**src/rtl/wave_scorer_if.sv**
```systemverilog
// Score/clear tracker bus: kill and game events in, per-wave score and status out.
// The master side is the collision/alien-grid logic plus score display; the slave side is wave_scorer.
interface wave_scorer_if;
  logic        start;
  logic        kill;
  logic [2:0]  kill_row;
  logic        ufo_kill;
  logic        player_dead;
  logic [10:0] wave_score;
  logic        win;
  logic        lose;
  logic [5:0]  aliens_left;
  logic [7:0]  wave_num;

  modport master (
    output start, kill, kill_row, ufo_kill, player_dead,
    input  wave_score, win, lose, aliens_left, wave_num
  );

  modport slave (
    input  start, kill, kill_row, ufo_kill, player_dead,
    output wave_score, win, lose, aliens_left, wave_num
  );
endinterface

```
**src/rtl/wave_scorer.sv**
```systemverilog
// Per-wave score and clear tracker.
// Accumulates kill points for the current wave, counts remaining aliens, pulses win
// for one cycle when the wave is cleared and holds lose once the player dies.
// Optional feature macro: UFO_BONUS_EN (one UFO bonus accepted per wave).
//
// state | meaning
// IDLE  | between waves; score reads 0, waits for start
// PLAY  | wave in progress; kills scored and counted
// WIN   | one cycle; win=1 with the final wave total on wave_score
// LOST  | game over; lose=1, everything frozen until reset
module wave_scorer #(
  parameter int NUM_ALIENS = 55,
  parameter int PTS_TOP    = 30,
  parameter int PTS_MID    = 20,
  parameter int PTS_BOT    = 10,
  parameter int UFO_POINTS = 110
) (
  input  logic           clk,
  input  logic           reset,
  wave_scorer_if.slave   bus
);

  typedef enum logic [1:0] {IDLE, PLAY, WIN, LOST} state_t;

  localparam logic [5:0]  NUM_ALIENS_C = 6'(NUM_ALIENS);
  localparam logic [10:0] PTS_TOP_C    = 11'(PTS_TOP);
  localparam logic [10:0] PTS_MID_C    = 11'(PTS_MID);
  localparam logic [10:0] PTS_BOT_C    = 11'(PTS_BOT);
  localparam logic [10:0] UFO_PTS_C    = 11'(UFO_POINTS);
  localparam logic [11:0] SCORE_MAX    = 12'd2047;

  state_t      state, state_n;
  logic [10:0] score_q, score_n;
  logic [5:0]  aliens_q, aliens_n;
  logic [7:0]  wave_q, wave_n;
  logic        ufo_q, ufo_n;

  logic        kill_ok;
  logic [10:0] kill_pts;
  logic [10:0] ufo_add;
  logic        ufo_ok;
  logic [11:0] score_sum;

  // Row-to-points lookup; rows 5..7 are not real rows and score nothing.
  always_comb begin
    kill_pts = '0;
    case (bus.kill_row)
      3'd0:       kill_pts = PTS_TOP_C;
      3'd1, 3'd2: kill_pts = PTS_MID_C;
      3'd3, 3'd4: kill_pts = PTS_BOT_C;
      default:    kill_pts = '0;
    endcase
  end

  assign kill_ok = bus.kill && (bus.kill_row <= 3'd4) && (aliens_q != 6'd0);

`ifdef UFO_BONUS_EN
  assign ufo_ok  = bus.ufo_kill && !ufo_q;
  assign ufo_add = ufo_ok ? UFO_PTS_C : 11'd0;
`else
  // UFO events carry no weight in this build.
  logic unused_ufo;
  assign unused_ufo = ^{bus.ufo_kill, ufo_q, UFO_PTS_C};
  assign ufo_ok  = 1'b0;
  assign ufo_add = 11'd0;
`endif

  assign score_sum = {1'b0, score_q} + {1'b0, (kill_ok ? kill_pts : 11'd0)} + {1'b0, ufo_add};

  // State register.
  always_ff @(posedge clk) begin
    if (reset) state <= IDLE;
    else       state <= state_n;
  end

  // Next-state and next-datapath decode.
  always_comb begin
    state_n  = state;
    score_n  = score_q;
    aliens_n = aliens_q;
    wave_n   = wave_q;
    ufo_n    = ufo_q;
    case (state)
      IDLE: begin
        score_n = '0;
        if (bus.start) begin
          state_n  = PLAY;
          aliens_n = NUM_ALIENS_C;
          ufo_n    = 1'b0;
        end
      end
      PLAY: begin
        score_n = (score_sum > SCORE_MAX) ? 11'd2047 : score_sum[10:0];
        if (ufo_ok) ufo_n = 1'b1;
        if (kill_ok) aliens_n = aliens_q - 6'd1;
        // Death wins over a simultaneous last kill; the kill still scores.
        if (bus.player_dead)                     state_n = LOST;
        else if (kill_ok && aliens_q == 6'd1)    state_n = WIN;
      end
      WIN: begin
        state_n = IDLE;
        score_n = '0;
        wave_n  = wave_q + 8'd1;
      end
      LOST: begin
        state_n = LOST;
      end
      default: state_n = IDLE;
    endcase
  end

  // Datapath registers.
  always_ff @(posedge clk) begin
    if (reset) begin
      score_q  <= '0;
      aliens_q <= '0;
      wave_q   <= '0;
      ufo_q    <= 1'b0;
    end else begin
      score_q  <= score_n;
      aliens_q <= aliens_n;
      wave_q   <= wave_n;
      ufo_q    <= ufo_n;
    end
  end

  assign bus.wave_score  = score_q;
  assign bus.aliens_left = aliens_q;
  assign bus.wave_num    = wave_q;
  assign bus.win         = (state == WIN);
  assign bus.lose        = (state == LOST);

endmodule

```
**src/flat_wrapper.sv**
```systemverilog
// flat-port wrapper written by rule: the top's interface ports become plain ports
module wave_scorer_flat 
#(
  parameter int NUM_ALIENS = 55,
  parameter int PTS_TOP    = 30,
  parameter int PTS_MID    = 20,
  parameter int PTS_BOT    = 10,
  parameter int UFO_POINTS = 110
)
  (clk, reset, bus_start, bus_kill, bus_kill_row, bus_ufo_kill, bus_player_dead, bus_wave_score, bus_win, bus_lose, bus_aliens_left, bus_wave_num);
  wave_scorer_if bus_i ();
  input  logic clk;
  input  logic reset;
  input wire logic [$bits(bus_i.start)-1:0] bus_start;
  input wire logic [$bits(bus_i.kill)-1:0] bus_kill;
  input wire logic [$bits(bus_i.kill_row)-1:0] bus_kill_row;
  input wire logic [$bits(bus_i.ufo_kill)-1:0] bus_ufo_kill;
  input wire logic [$bits(bus_i.player_dead)-1:0] bus_player_dead;
  output wire logic [$bits(bus_i.wave_score)-1:0] bus_wave_score;
  output wire logic [$bits(bus_i.win)-1:0] bus_win;
  output wire logic [$bits(bus_i.lose)-1:0] bus_lose;
  output wire logic [$bits(bus_i.aliens_left)-1:0] bus_aliens_left;
  output wire logic [$bits(bus_i.wave_num)-1:0] bus_wave_num;
  assign bus_i.start = bus_start;
  assign bus_i.kill = bus_kill;
  assign bus_i.kill_row = bus_kill_row;
  assign bus_i.ufo_kill = bus_ufo_kill;
  assign bus_i.player_dead = bus_player_dead;
  assign bus_wave_score = bus_i.wave_score;
  assign bus_win = bus_i.win;
  assign bus_lose = bus_i.lose;
  assign bus_aliens_left = bus_i.aliens_left;
  assign bus_wave_num = bus_i.wave_num;
  wave_scorer #(.NUM_ALIENS(NUM_ALIENS), .PTS_TOP(PTS_TOP), .PTS_MID(PTS_MID), .PTS_BOT(PTS_BOT), .UFO_POINTS(UFO_POINTS)) u_core (.clk(clk), .reset(reset), .bus(bus_i));
endmodule
```
**config.mk**
```make
export PLATFORM = sky130hd
export DESIGN_NAME = wave_scorer_flat
export DESIGN_NICKNAME = d
export VERILOG_FILES = /design/src/rtl/wave_scorer_if.sv /design/src/rtl/wave_scorer.sv /design/src/flat_wrapper.sv
export SDC_FILE = /design/constraint.sdc
export NUM_CORES = 1
export LEC_CHECK = 0
export ABC_CLOCK_PERIOD_IN_PS = 2800
export CAP_MARGIN = 20
export CORE_MARGIN = 3
export CORE_UTILIZATION = 44
export CTS_CLUSTER_SIZE = 16
export DETAILED_ROUTE_END_ITERATION = 12
export PLACE_DENSITY = 0.74
export SLEW_MARGIN = 20
export SYNTH_ARGS = -nofsm -noshare
export SYNTH_HDL_FRONTEND = slang
export SYNTH_SLANG_ARGS = --single-unit
```
**constraint.sdc**
```tcl
create_clock -name clk -period 2.8 [get_ports clk]
set_input_delay 0.28 -clock clk [delete_from_list [all_inputs] [get_ports clk]]
set_output_delay 0.28 -clock clk [all_outputs]
set_load 0.05 [all_outputs]
```
**M3 wires**

(4 px per um)
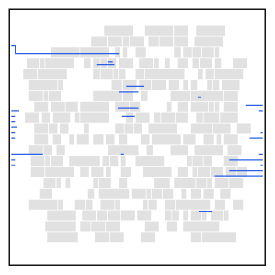
nets with wire on the layer: 24
main direction: horizontal
via count: 1414
met3 GRT Util: 3.39%

**Routed metal, one colour a layer**

(6 px per um)
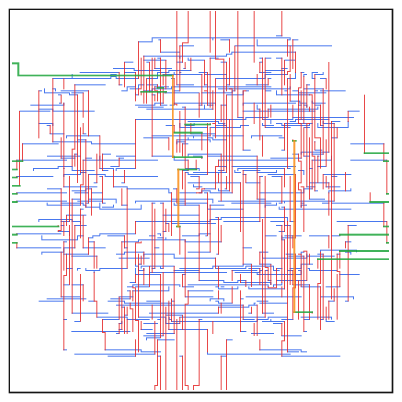
legend:
  met1:
    colour: blue
    wire_length: 1710 um
  met2:
    colour: red
    wire_length: 1690 um
  met4:
    colour: orange
    wire_length: 51.7 um
  met3:
    colour: green
    wire_length: 105 um
gr usage total: 18.6%
WL final: 3560 um
DR WL/cell: 13.8 um

==> results.sh <==
# source this file to load flow results
export IMPL_crit_arrival_ns=2.86
export IMPL_area_leaders="dfxtp_1 37%, ha_1 6.0%, xor2_1 4.8%"
export IMPL_worst_pin_slew_ns=0.605
export IMPL_cts_root_buf="clkbuf_4"
export IMPL_edf_count=0
export IMPL_fin_cells=257
export IMPL_cts_tree="yes"
export IMPL_rrSetupSlack_ns=0.19
export IMPL_syn_area_per_cell_um2=8.80
export IMPL_ys_top_logic_family="AND-OR/OR-AND gates"
export IMPL_ys_seq_share_pct=37.0
export IMPL_synthCells=166
export IMPL_gr_usage_met1_pct=21.4
export IMPL_ant_nets=0
export IMPL_clock_latency_late_pin_ns=0.33
export IMPL_floorplan_core_util_pct=47.1
export IMPL_compound_area_share_pct=21.7
export IMPL_layout_worst_path_cycle_share_pct=93.2
export IMPL_die_w_um=63.6
export IMPL_status="completed"
export IMPL_synth_distinct_cells=42
export IMPL_min_delay_start="u_core.bus.wave_score[0]"
export IMPL_clkSinkCount=27
export IMPL_top_layer="met4"
export IMPL_slew_headroom_pct=59.6
export IMPL_placed_cells=249
export IMPL_min_path_cells=2
export IMPL_grt_busiest_layer="met2"
export IMPL_warnings=28
export IMPL_coreArea_um2=3100
export IMPL_fin_nets=231
export IMPL_fmax_ghz=0.383
export IMPL_first_iter_violations=72
export IMPL_path_cells="inv_1 > ha_4 > a211o_1 > nor2_2 > ha_2 > inv_1 > fa_2 > nand2b_4 > a2111oi_4 > nand3_2 > a31oi_1"
export IMPL_grt_pass1_vias=1374
export IMPL_syn_to_final_growth_pct=40.1
export IMPL_wl_met1_um=1710
export IMPL_cts_buffer_depth=2
export IMPL_fp_nets=183
export IMPL_wl_met2_um=1690
export IMPL_flop_cell="dfxtp_1"
export IMPL_cp_startpoint="u_core.bus.aliens_left[0]"
export IMPL_dr_wl_met3_um=104
export IMPL_viasPerCell=5.50
export IMPL_antenna_found_initial=0
export IMPL_placement_io_buffers=34
export IMPL_drt_pass1_iterations=4
export IMPL_setup_viol=0
export IMPL_die_area_um2=4050
export IMPL_p_leak_nw=0.721
export IMPL_mostFrequentLayoutCells="34 x clkdlybuf4s50_1, 21 x dfxtp_1, 17 x nor2_1, 14 x buf_4, 9 x nand2_1"
export IMPL_numCtsBuffers=3
export IMPL_drive_gt1_share_pct=16.9
export IMPL_critical_path_slowest_cell="dfxtp_4"
export IMPL_use_met2_pct=34.9
export IMPL_regToRegStartpoint="u_core.bus.aliens_left[0]"
export IMPL_lay_top_count="clkdlybuf4s50_1"
export IMPL_maxSlewViolCount=0
export IMPL_cp_required_ns=3.05
export IMPL_synth_area_um2=1460
critical path, delay by kind of cell, from the launching register on:
kind	cells	cell delay, ns
AOI/OAI and AO/OA	3	0.84
adders and majority gates	3	0.69
and+or+nand+nor	3	0.51
DFF	1	0.38
buffers and inverters	2	0.12
final cells by class:
| class | instances | area [um2] |
|---|---|---|
| tap | 44 | 55.1 |
| multi-input combinational | 125 | 933 |
| sequential | 27 | 553 |
| inverter | 9 | 33.8 |
| fill | 294 | 1060 |
| timing repair buffer | 48 | 445 |
| clock buffer | 4 | 26.3 |
registers in the layout (all words and copies together), names as in the netlist:
| name | flops |
|---|---|
| u_core.bus.wave_score | 11 |
| u_core.bus.wave_num | 8 |
| u_core.bus.aliens_left | 6 |
| u_core.state | 2 |
per-stage QoR:
stage               hold slack, ns  worst slack, ns  utilization [%]  setup TNS (ns)  instance area (um2)
finish                       0.464            0.190             66.0               0                 2050
global route                 0.498         -0.00575             66.0        -0.00575                 2050
CTS                          0.468           0.0665             64.0               0                 1990
detailed placement           0.447           -0.248             63.1           -1.94                 1960
global placement             0.438           -0.197             63.1           -1.28                 1960
floorplan                    0.412           0.0319                -               0                 1510
cell families (layout without fill, tap and decap cells):
family / after synthesis / after routing
multiplexers: 4 / 4
adder cells (fa/ha/maj): 8 / 8
AND/OR/NAND/NOR: 59 / 59
XOR/XNOR: 10 / 10
AND-OR/OR-AND: 44 / 44
buffers and inverters: 14 / 61
flip-flops: 27 / 27
repair_timing:
action	in CTS	in global routing
resized	0	7
endpoints found under the setup margin	0	10
endpoints found under the hold margin	0	0
buffers inserted	0	4
where the power goes:
part	internal, mW	leakage (nW)	total, mW	switching [mW]
logic	0.0934	0.484	0.218	0.125
registers	0.400	0.222	0.422	0.0219
clock network	0.0558	0.0150	0.171	0.115
total	0.549	0.721	0.811	0.262
Power is estimated from default activity; no workload was simulated.
